metal_stack.png
Two of the layers only.
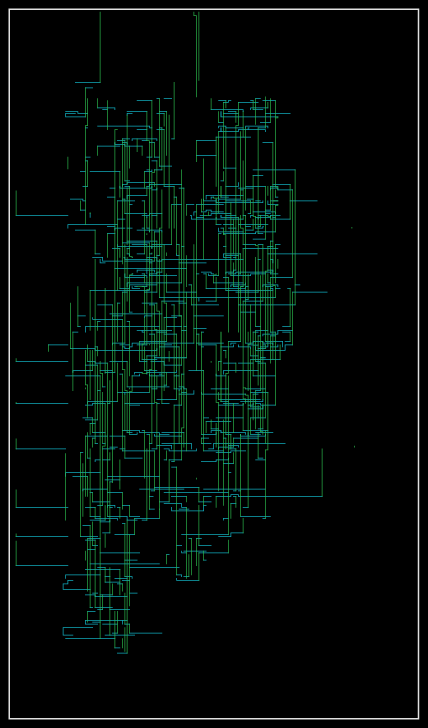
pins.png
Pins as bars across the die edge, other pins in gray.
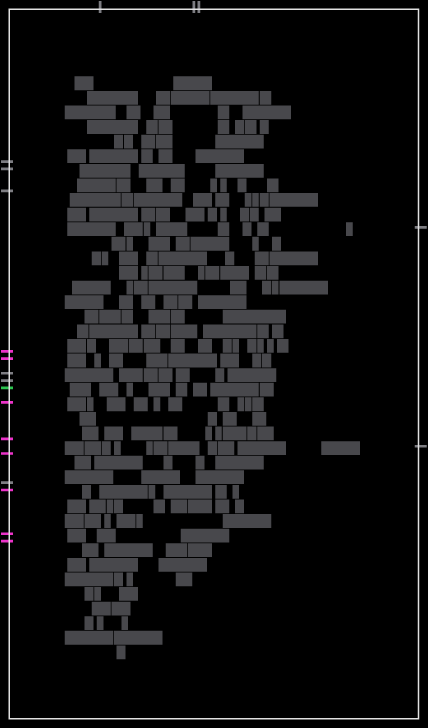
registers.png
Bar = 20 um. Other sequential cells in the stronger gray, the rest of the logic in the fainter gray.
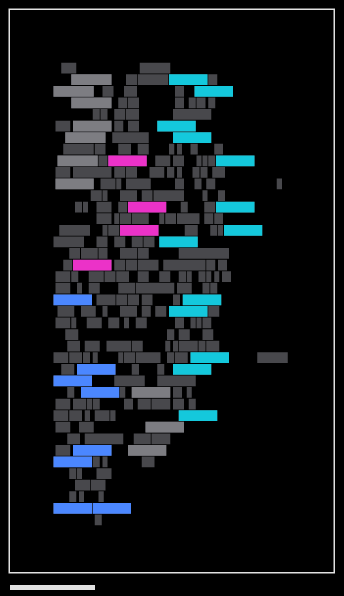
gate_families.png
Bar = 20 um.
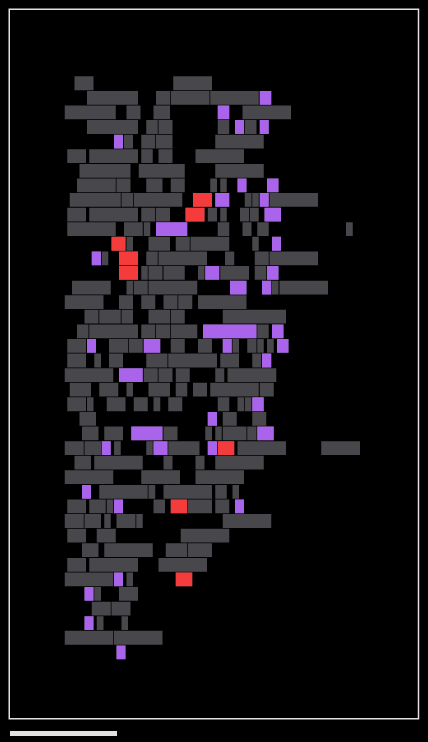
## src/rtl/ps2_host_tx.sv

```systemverilog
// PS/2 host-to-device command transmitter with inhibit, framing and ACK.
// Optional watchdog: define PS2_HOST_TX_TIMEOUT_EN.
module ps2_host_tx #(
  parameter int INHIBIT_CYCLES = 5000,
  parameter int TIMEOUT_CYCLES = 750000
) (
  input  logic       clk,
  input  logic       reset_n,
  input  logic       tx_valid,
  input  logic [7:0] tx_data,
  output logic       tx_ready,
  input  logic       ps2_clk_in,
  input  logic       ps2_data_in,
  output logic       ps2_clk_oe,
  output logic       ps2_data_oe,
  output logic       busy,
  output logic       tx_done,
  output logic       tx_ack,
  output logic       tx_err
);

`ifdef PS2_HOST_TX_TIMEOUT_EN
  localparam int CNT_MAX = (INHIBIT_CYCLES > TIMEOUT_CYCLES) ?
                           INHIBIT_CYCLES : TIMEOUT_CYCLES;
`else
  localparam int CNT_MAX = INHIBIT_CYCLES + 0 * TIMEOUT_CYCLES;
`endif
  localparam int CW = $clog2(CNT_MAX + 1);
  localparam logic [CW-1:0] INH_LAST = CW'(INHIBIT_CYCLES - 1);
`ifdef PS2_HOST_TX_TIMEOUT_EN
  localparam logic [CW-1:0] TMO_LAST = CW'(TIMEOUT_CYCLES - 1);
`endif

  typedef enum logic [3:0] {
    IDLE,
    INHIBIT,
    START,
    DATA,
    PARITY,
    STOP,
    ACK,
    WAIT_IDLE,
    DONE
  } state_t;

  state_t          state_q, state_d;
  logic [CW-1:0]   cnt_q, cnt_d;
  logic [7:0]      sh_q, sh_d;
  logic            par_q, par_d;
  logic [2:0]      bit_q, bit_d;
  logic            ack_q, ack_d;
`ifdef PS2_HOST_TX_TIMEOUT_EN
  logic            err_q, err_d;
`endif

  logic clk_s1_q, clk_s2_q, clk_h_q;
  logic dat_s1_q, dat_s2_q;
  logic fall;

  // Pin synchronisers and clock history; idle lines read as high
  always_ff @(posedge clk or negedge reset_n) begin
    if (!reset_n) begin
      clk_s1_q <= 1'b1;
      clk_s2_q <= 1'b1;
      clk_h_q  <= 1'b1;
      dat_s1_q <= 1'b1;
      dat_s2_q <= 1'b1;
    end else begin
      clk_s1_q <= ps2_clk_in;
      clk_s2_q <= clk_s1_q;
      clk_h_q  <= clk_s2_q;
      dat_s1_q <= ps2_data_in;
      dat_s2_q <= dat_s1_q;
    end
  end

  assign fall = clk_h_q & ~clk_s2_q;

  // State and datapath registers
  always_ff @(posedge clk or negedge reset_n) begin
    if (!reset_n) begin
      state_q <= IDLE;
      cnt_q   <= '0;
      sh_q    <= '0;
      par_q   <= 1'b0;
      bit_q   <= '0;
      ack_q   <= 1'b0;
`ifdef PS2_HOST_TX_TIMEOUT_EN
      err_q   <= 1'b0;
`endif
    end else begin
      state_q <= state_d;
      cnt_q   <= cnt_d;
      sh_q    <= sh_d;
      par_q   <= par_d;
      bit_q   <= bit_d;
      ack_q   <= ack_d;
`ifdef PS2_HOST_TX_TIMEOUT_EN
      err_q   <= err_d;
`endif
    end
  end

  // Next-state: request sequence, bit shifting on device clock falls
  always_comb begin
    state_d = state_q;
    cnt_d   = cnt_q;
    sh_d    = sh_q;
    par_d   = par_q;
    bit_d   = bit_q;
    ack_d   = ack_q;
`ifdef PS2_HOST_TX_TIMEOUT_EN
    err_d   = err_q;
`endif
    unique case (state_q)
      IDLE: begin
        if (tx_valid) begin
          state_d = INHIBIT;
          cnt_d   = '0;
          sh_d    = tx_data;
          par_d   = ~^tx_data;
          ack_d   = 1'b0;
`ifdef PS2_HOST_TX_TIMEOUT_EN
          err_d   = 1'b0;
`endif
        end
      end
      INHIBIT: begin
        if (cnt_q == INH_LAST) begin
          state_d = START;
          cnt_d   = '0;
        end else begin
          cnt_d = cnt_q + 1'b1;
        end
      end
      START: begin
        if (fall) begin
          state_d = DATA;
          bit_d   = '0;
        end
      end
      DATA: begin
        if (fall) begin
          if (bit_q == 3'd7) begin
            state_d = PARITY;
          end else begin
            sh_d  = {1'b0, sh_q[7:1]};
            bit_d = bit_q + 3'd1;
          end
        end
      end
      PARITY: begin
        if (fall) state_d = STOP;
      end
      STOP: begin
        if (fall) state_d = ACK;
      end
      // The 11th fall lands in STOP; the device holds data
      // low through that clock-low phase, so sample it here.
      ACK: begin
        ack_d   = ~dat_s2_q;
        state_d = WAIT_IDLE;
      end
      WAIT_IDLE: begin
        if (clk_s2_q & dat_s2_q) state_d = DONE;
      end
      DONE: begin
        state_d = IDLE;
      end
      default: begin
        state_d = IDLE;
      end
    endcase
`ifdef PS2_HOST_TX_TIMEOUT_EN
    if (state_q inside {START, DATA, PARITY,
                        STOP, ACK, WAIT_IDLE}) begin
      if (fall) begin
        cnt_d = '0;
      end else if (cnt_q == TMO_LAST) begin
        state_d = DONE;
        cnt_d   = '0;
        ack_d   = 1'b0;
        err_d   = 1'b1;
      end else begin
        cnt_d = cnt_q + 1'b1;
      end
    end
`endif
  end

  // Open-drain enables decoded from registered state
  always_comb begin
    ps2_clk_oe  = 1'b0;
    ps2_data_oe = 1'b0;
    unique case (state_q)
      INHIBIT: ps2_clk_oe  = 1'b1;
      START:   ps2_data_oe = 1'b1;
      DATA:    ps2_data_oe = ~sh_q[0];
      PARITY:  ps2_data_oe = ~par_q;
      default: ;
    endcase
  end

  assign tx_ready = (state_q == IDLE);
  assign busy     = (state_q != IDLE);
  assign tx_done  = (state_q == DONE);
  assign tx_ack   = tx_done & ack_q;
`ifdef PS2_HOST_TX_TIMEOUT_EN
  assign tx_err   = tx_done & err_q;
`else
  assign tx_err   = 1'b0;
`endif

endmodule
```

## config.mk

```make
export PLATFORM = sky130hd
export DESIGN_NAME = ps2_host_tx
export DESIGN_NICKNAME = d
export VERILOG_FILES = /design/src/rtl/ps2_host_tx.sv
export SDC_FILE = /design/constraint.sdc
export NUM_CORES = 1
export LEC_CHECK = 0
export ABC_CLOCK_PERIOD_IN_PS = 1900
export CAP_MARGIN = 20
export CORE_ASPECT_RATIO = 2
export CORE_MARGIN = 10
export CORE_UTILIZATION = 30
export DETAILED_ROUTE_END_ITERATION = 16
export GPL_ROUTABILITY_DRIVEN = 0
export PLACE_DENSITY = 0.57
export SYNTH_ARGS = -nofsm -noshare
export SYNTH_HDL_FRONTEND = slang
export SYNTH_SLANG_ARGS = --single-unit
```

## constraint.sdc

```tcl
create_clock -name clk -period 1.9 [get_ports clk]
set_input_delay 0.57 -clock clk [delete_from_list [all_inputs] [get_ports clk]]
set_output_delay 0.57 -clock clk [all_outputs]
set_load 0.05 [all_outputs]
```

==> qor.csv <==
stage;metric;value;unit
power;Cell Pwr Density;1470;nW/um2
grt;global-route wire length before repair;8200;um
grt;grt ovf;0;
timing;Fin Hold WS;0.356;ns
timing;Setup WS post-layout;-0.177;ns
logic_synthesis;Post-Synthesis Cells;188;
job;Log Warnings;29;
route;post-route ant nets;0;
timing;Period minus WS final;2.08;ns
worst_hold_path;min-delay worst type;reg2reg;
outcome;status;finished, violations left;
logic_synthesis;Unique masters post-synth;51;
setup_path;r2r endpoint;state_q[2];
placed_design;hpwl dp;3490;um
timing;setup violators final;21;
clock_network;Latency at later pin;0.28;ns
cells_and_area;fin cells;327;
clock_network;clk sinks;35;
logic_synthesis;Commonest flop;dfrtp_1;
die;FP Util;0.311;
logic_synthesis;Yosys Instances;188;
cells_and_area;ant diodes;0;
timing;Max Fclk;0.481;GHz
setup_path;Levels on crit path;3;
setup_path;Setup crit start kind;register;
clock_network;TritonCTS buffer count;5;
route;Routed WL;4820;um
cells_and_area;nets;258;
setup_path;crit path max fanout;4;
worst_hold_path;Hold Path Cell Cnt;0;
setup_path;slowest CP cell;or4b_4;
setup_path;Top Family by Delay on Critical Path;simple AND/OR/NAND/NOR gates;
setup_path;reg-to-reg setup timing slack;-0.17;ns
logic_synthesis;Registers, synthesis;35;
cells_and_area;Area Growth Syn to Fin;45.0;%
outcome;failing checks;setup timing;
power;worst-case vdd ir drop;1240;uV
Back to the opening pictures, metal_stack.png:
[met2] green | wire length: 2770 um
[met1] cyan | wire length: 1700 um

Back to the opening pictures, pins.png:
[busy] green | pins: 1 | direction: output | edge: west
[tx_data] magenta | pins: 8 | direction: input | edge: west

Back to the opening pictures, registers.png:
[cnt_q] cyan | flops: 13
[sh_q] blue | flops: 8
[state_q] magenta | flops: 4
not colored: 10

Back to the opening pictures, gate_families.png:
[AND-OR and OR-AND gates] red | cells: 8 | most used: a22o_1
[inverting AOI/OAI gates] purple | cells: 39 | most used: o21ai_1

==> synthesized netlist by cell type, types with 4 or more instances <==
library cell / n / area [um2]
dfrtp_1: 30 / 751
nand2_1: 22 / 82.6
o21ai_1: 10 / 50.1
nor2_1: 9 / 33.8
mux2i_1: 8 / 80.1
a21oi_1: 7 / 35.0
a31oi_1: 7 / 43.8
nand3_1: 7 / 35.0
xnor2_1: 7 / 61.3
nor3_1: 6 / 30.0
buf_2: 5 / 25.0
dfstp_2: 5 / 131
o21ai_0: 5 / 25.0
clkbuf_1: 4 / 15.0
==> per-layer routing <==
metal / global-route usage / wire length (um) / up-vias
met1: 0.0849 / 1700 / 806
met3: 0.0280 / 199 / 11
li1: - / - / 798
met4: 0.0614 / 148 / 0
met2: 0.191 / 2770 / 30
met5: 0 / 0 / -
==> cells by family (layout without fill, tap and decap cells) <==
family	count (synthesis)	in the layout	share of synthesized area
and+or+nand+nor	69	69	0.198
DFF	35	35	0.469
xor gates and xnor gates	8	8	0.0373
other	1	1	0.00199
buffers and inverters	15	70	0.0372
AOI/OAI and AO/OA	47	47	0.182
muxes	10	10	0.0546
adders and majority gates	3	3	0.0200
==> registers in the layout, indices dropped and copies added, names as in the netlist, 3 cells and up <==
name / count
state_q: 4
cnt_q: 13
bit_q: 3
sh_q: 8
==> power breakdown <==
part,internal (mW),leakage [nW],switching (mW)
sequential,1.01,0.442,0.237
combinational,1.06,0.621,0.927
clock,0.484,0.0679,0.299
total,2.55,1.13,1.46
==> repair_timing <==
item	in CTS	in global routing
pin swaps	8	3
resized	12	2
endpoints found under the setup margin	8	22
endpoints found under the hold margin	0	0
buffers inserted	12	3
cloned	1	0
==> cell type report <==
| class | count | area [um2] |
|---|---|---|
| clock buffer | 7 | 133 |
| clock inverter | 1 | 5.00 |
| fill | 597 | 3330 |
| inverter | 4 | 20.0 |
| multi-input combinational | 138 | 977 |
| sequential | 35 | 882 |
| tap | 84 | 105 |
| timing repair buffer | 58 | 606 |
==> worst max path at each step <==
stage / startpoint / end / slack [ns]
detailed placement: tx_valid / cnt_q[11] / -0.22
CTS: state_q[3] / ps2_clk_oe / -0.18
global placement: tx_valid / cnt_q[7] / -0.19
global route: state_q[3] / state_q[2] / -0.22
floorplan: state_q[0] / tx_ack / -0.28
finish: state_q[3] / ps2_clk_oe / -0.18
Power and IR drop assume default switching activity.
